Figure 1. M1 wires.
Supply wires on this layer in gray.
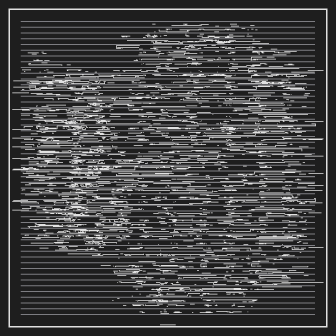
Figure 2. Metal 2.
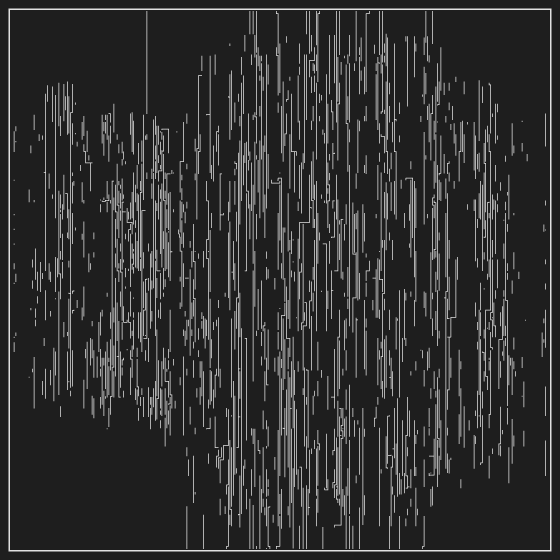
===== config.mk =====
export PLATFORM = sky130hd
export DESIGN_NAME = instr_fetch_unit_flat
export DESIGN_NICKNAME = d
export VERILOG_FILES = /design/src/rtl/instr_fetch_unit_if.sv /design/src/rtl/instr_fetch_unit.sv /design/src/flat_wrapper.sv
export SDC_FILE = /design/constraint.sdc
export NUM_CORES = 1
export LEC_CHECK = 0
export CAP_MARGIN = 40
export CORE_MARGIN = 5
export CORE_UTILIZATION = 50
export DETAILED_ROUTE_END_ITERATION = 7
export PLACE_DENSITY = 0.73
export SLEW_MARGIN = 25
export SYNTH_ARGS = -nofsm -noshare
export SYNTH_HDL_FRONTEND = slang
export SYNTH_SLANG_ARGS = --single-unit

===== constraint.sdc =====
create_clock -name clk -period 3.4 [get_ports clk]
set_input_delay 0.68 -clock clk [delete_from_list [all_inputs] [get_ports clk]]
set_output_delay 0.68 -clock clk [all_outputs]
set_load 0.05 [all_outputs]

===== src/rtl/instr_fetch_unit_if.sv =====
// Bundle of the instruction-memory and core-side fetch signals.
// master: the fetch unit. slave: the memory/core environment around it.
interface instr_fetch_unit_if;
  logic        imem_req;
  logic [15:0] imem_addr;
  logic        imem_ack;
  logic [31:0] imem_rdata;
  logic [31:0] instr;
  logic [15:0] instr_pc;
  logic        instr_valid;
  logic        instr_ready;
  logic        redirect;
  logic [15:0] redirect_pc;

  modport master (
    output imem_req, imem_addr, instr, instr_pc, instr_valid,
    input  imem_ack, imem_rdata, instr_ready, redirect, redirect_pc
  );

  modport slave (
    input  imem_req, imem_addr, instr, instr_pc, instr_valid,
    output imem_ack, imem_rdata, instr_ready, redirect, redirect_pc
  );
endinterface


===== src/rtl/instr_fetch_unit.sv =====
// Instruction fetch stage: owns the PC, issues one outstanding word read at
// a time and buffers returned instructions in a show-ahead prefetch FIFO.
// Redirects flush the buffer; a response still in flight at that moment is
// waited for and thrown away (DISCARD) so it can never reach the core.
// Optional macro IFU_PERF_CNT_EN adds fetch_count / discard_count ports.
module instr_fetch_unit #(
  parameter int          FIFO_DEPTH = 4,
  parameter logic [15:0] RESET_PC   = 16'h0000
) (
  input  logic               clk,
  input  logic               rst,
  instr_fetch_unit_if.master bus
`ifdef IFU_PERF_CNT_EN
  ,
  output logic [15:0]        fetch_count,
  output logic [15:0]        discard_count
`endif
);

  localparam int PTR_W = $clog2(FIFO_DEPTH);
  localparam int CNT_W = PTR_W + 1;
  localparam logic [CNT_W-1:0] DEPTH_CNT = CNT_W'(FIFO_DEPTH);

  typedef enum logic [1:0] {
    IDLE    = 2'd0,
    REQ     = 2'd1,
    FULL    = 2'd2,
    DISCARD = 2'd3
  } state_t;

  state_t           state;
  state_t           state_next;
  logic [15:0]      pc;
  logic [15:0]      discard_addr;
  logic [47:0]      fifo_mem [FIFO_DEPTH];
  logic [PTR_W-1:0] wr_ptr;
  logic [PTR_W-1:0] rd_ptr;
  logic [CNT_W-1:0] count;
  logic [CNT_W-1:0] count_next;
  logic             fifo_valid;
  logic             flush;
  logic             push;
  logic             pop;

  // A redirect in IDLE is meaningless: nothing has been fetched yet.
  assign flush      = bus.redirect && (state != IDLE);
  assign push       = (state == REQ) && bus.imem_ack && !flush;
  assign fifo_valid = (count != '0);
  assign pop        = fifo_valid && bus.instr_ready;

  // While discarding, the stale request address is held; pc already holds the target.
  assign bus.imem_req    = (state == REQ) || (state == DISCARD);
  assign bus.imem_addr   = (state == DISCARD) ? discard_addr : pc;
  assign bus.instr_valid = fifo_valid;
  assign bus.instr       = fifo_valid ? fifo_mem[rd_ptr][31:0]  : 32'h0000_0000;
  assign bus.instr_pc    = fifo_valid ? fifo_mem[rd_ptr][47:32] : 16'h0000;

  // Occupancy after this edge: a flush wins, otherwise push and pop cancel.
  always_comb begin
    count_next = count;
    if (flush) begin
      count_next = '0;
    end else if (push && !pop) begin
      count_next = count + CNT_W'(1);
    end else if (pop && !push) begin
      count_next = count - CNT_W'(1);
    end
  end

  // Next-state logic for the fetch sequencer.
  always_comb begin
    state_next = state;
    case (state)
      IDLE: state_next = REQ;
      REQ: begin
        if (flush) begin
          state_next = bus.imem_ack ? REQ : DISCARD;
        end else if (count_next == DEPTH_CNT) begin
          state_next = FULL;
        end
      end
      FULL: begin
        if (flush || (count_next < DEPTH_CNT)) begin
          state_next = REQ;
        end
      end
      DISCARD: begin
        if (bus.imem_ack) begin
          state_next = REQ;
        end
      end
      default: state_next = IDLE;
    endcase
  end

  // Sequencer state register.
  always_ff @(posedge clk or posedge rst) begin
    if (rst) begin
      state <= IDLE;
    end else begin
      state <= state_next;
    end
  end

  // Program counter and the address of a request abandoned by a redirect.
  always_ff @(posedge clk or posedge rst) begin
    if (rst) begin
      pc           <= RESET_PC;
      discard_addr <= RESET_PC;
    end else begin
      if (flush) begin
        pc <= bus.redirect_pc;
      end else if (push) begin
        pc <= pc + 16'd1;
      end
      if ((state == REQ) && flush && !bus.imem_ack) begin
        discard_addr <= pc;
      end
    end
  end

  // FIFO pointers and occupancy; a flush simply restarts both pointers.
  always_ff @(posedge clk or posedge rst) begin
    if (rst) begin
      wr_ptr <= '0;
      rd_ptr <= '0;
      count  <= '0;
    end else begin
      count <= count_next;
      if (flush) begin
        wr_ptr <= '0;
        rd_ptr <= '0;
      end else begin
        if (push) begin
          wr_ptr <= wr_ptr + PTR_W'(1);
        end
        if (pop) begin
          rd_ptr <= rd_ptr + PTR_W'(1);
        end
      end
    end
  end

  // FIFO storage; entries are only read once count marks them valid.
  always_ff @(posedge clk) begin
    if (push) begin
      fifo_mem[wr_ptr] <= {pc, bus.imem_rdata};
    end
  end

`ifdef IFU_PERF_CNT_EN
  logic drop;

  assign drop = bus.imem_ack && ((state == DISCARD) || ((state == REQ) && flush));

  // Wrapping performance counters; redirects do not clear them.
  always_ff @(posedge clk or posedge rst) begin
    if (rst) begin
      fetch_count   <= 16'h0000;
      discard_count <= 16'h0000;
    end else begin
      if (pop) begin
        fetch_count <= fetch_count + 16'd1;
      end
      if (drop) begin
        discard_count <= discard_count + 16'd1;
      end
    end
  end
`endif

endmodule


===== src/flat_wrapper.sv =====
// flat-port wrapper written by rule: the top's interface ports become plain ports
module instr_fetch_unit_flat 
#(
  parameter int          FIFO_DEPTH = 4,
  parameter logic [15:0] RESET_PC   = 16'h0000
)
  (clk, rst, bus_imem_req, bus_imem_addr, bus_instr, bus_instr_pc, bus_instr_valid, bus_imem_ack, bus_imem_rdata, bus_instr_ready, bus_redirect, bus_redirect_pc);
  instr_fetch_unit_if bus_i ();
  input  logic clk;
  input  logic rst;
  output wire logic [$bits(bus_i.imem_req)-1:0] bus_imem_req;
  output wire logic [$bits(bus_i.imem_addr)-1:0] bus_imem_addr;
  output wire logic [$bits(bus_i.instr)-1:0] bus_instr;
  output wire logic [$bits(bus_i.instr_pc)-1:0] bus_instr_pc;
  output wire logic [$bits(bus_i.instr_valid)-1:0] bus_instr_valid;
  input wire logic [$bits(bus_i.imem_ack)-1:0] bus_imem_ack;
  input wire logic [$bits(bus_i.imem_rdata)-1:0] bus_imem_rdata;
  input wire logic [$bits(bus_i.instr_ready)-1:0] bus_instr_ready;
  input wire logic [$bits(bus_i.redirect)-1:0] bus_redirect;
  input wire logic [$bits(bus_i.redirect_pc)-1:0] bus_redirect_pc;
  assign bus_imem_req = bus_i.imem_req;
  assign bus_imem_addr = bus_i.imem_addr;
  assign bus_instr = bus_i.instr;
  assign bus_instr_pc = bus_i.instr_pc;
  assign bus_instr_valid = bus_i.instr_valid;
  assign bus_i.imem_ack = bus_imem_ack;
  assign bus_i.imem_rdata = bus_imem_rdata;
  assign bus_i.instr_ready = bus_instr_ready;
  assign bus_i.redirect = bus_redirect;
  assign bus_i.redirect_pc = bus_redirect_pc;
  instr_fetch_unit #(.FIFO_DEPTH(FIFO_DEPTH), .RESET_PC(RESET_PC)) u_core (.clk(clk), .rst(rst), .bus(bus_i));
endmodule

==> flow_summary.yaml <==
# yosys + openroad results
global_route:
  track_usage_pct: 17.88
  grt_first_pass_wirelength_um: 31280
  grt.met3_usage_pct: 4.179
  grt_pass1_vias: 5625
finish:
  post-route-util_pct: 62.56
  mi_logic_area_um2: 2784
  lay_top_count: "edfxtp_1"
  seq_area_share_pct: 56.20
  nNetsFinal: 741
  num-nonclk-inverters: 6
  design_area_um2: 12100
  nMultiInputCombCells: 279
  diodes: 0
clock_network:
  cts_resized: 1
  cts_tree: "built"
  numCtsBuffers: 24
  clockRootBuffer: "clkbuf_16"
  path_clk_slew_ns: 0.06
  clock_path_buffers: 3
  cts_setup_buffers: 0
power:
  p_leak_nw: 4.259
  power_mw: 9.822
  top_power_group: "sequential cells"
  power_frac_comb_pct: 35.3
  pwr_density_cell_nw_per_um2: 812.0
  power_clock_mw: 2.68
  netSwitchingPower_mw: 3.457
timing:
  setup_violations: 0
  worst_hold_slack_ns: 0.3600
  skew_ns: 0.01413
  fin_crit_sh_pct: 94.00
  worst_slack_ns: 0.2042
  finalSetupTns_ns: 0
  rsz0062_at_grt: "false"
  hold_violations: 0
  slew_viol_final: 0
logic_synthesis:
  ys_cells: 547
  simple_gate_share_pct: 8.409
  fp_nets: 608
  ys_async_sr_fraction_pct: 17.60
  synth.distinct_cells: 56
  syn_inst: 547
  synth_seq_share_pct: 69.69
  ys_area_um2: 9746
detailed_routing:
  via_per_inst: 5.468
  dr_wl_met2_um: 9298
die:
  initCoreUtil_pct: 50.40
  fp.dieH_um: 149.6
  well_tap_count: 265
run:
  cap_violations: 0
  log.warning_count: 31
setup_path:
  worstPathMaxFanout: 18
  path_cells: "inv_1 -> ha_1 -> nand2b_2 -> clkdlybuf4s50_1"
  required_ns: 2.72
  crit_start: "u_core.count[0]$_DFF_PP0_"
outcome:
  status: "complete, no violations"
## Picture notes: Figure 1
nets with wire on the layer: 668
main direction: horizontal
longest straight run: 50.1 µm
share of all routed wire: 42%
wire length on this layer: 8270 µm
Via Count: 5266
GR Layer Usage met1: 25.51%
aggregate routed wire length: 19490 µm

## Picture notes: Figure 2
main direction: vertical
share of all routed wire: 48%
wire length on this layer: 9300 µm
nets with wire on the layer: 647
longest straight run: 76.2 µm
met2 Use GR: 28.48%

worst max-delay path: cells and delay by family, from the launching register on:
family                   cells  cell delay (ns)
adder cells (fa/ha/maj)      1             0.25
buffers and inverters        2             1.00
flip-flops                   1             0.44
AND/OR/NAND/NOR              1             0.33
flip-flops by register name (all words and copies together) (netlist names):
signal	count
u_core.count	3
u_core.discard_addr	16
u_core.fifo_mem	192
u_core.pc	16
u_core.rd_ptr	2
u_core.state	2
u_core.wr_ptr	2
Yosys cell counts (8+ instances only):
master	n	area, µm²
nand2_1	32	120.1
edfxtp_1	192	5766
dfrtp_1	41	1026
buf_2	12	60.06
nand3_1	8	40.04
mux4_2	48	1081
o21ai_0	12	60.06
ha_1	8	100.1
and2_1	52	325.3
mux2_2	32	360.4
nor2_1	12	45.04
clkbuf_1	8	30.03
No activity file was given, so power comes from the tool's default toggle rates.
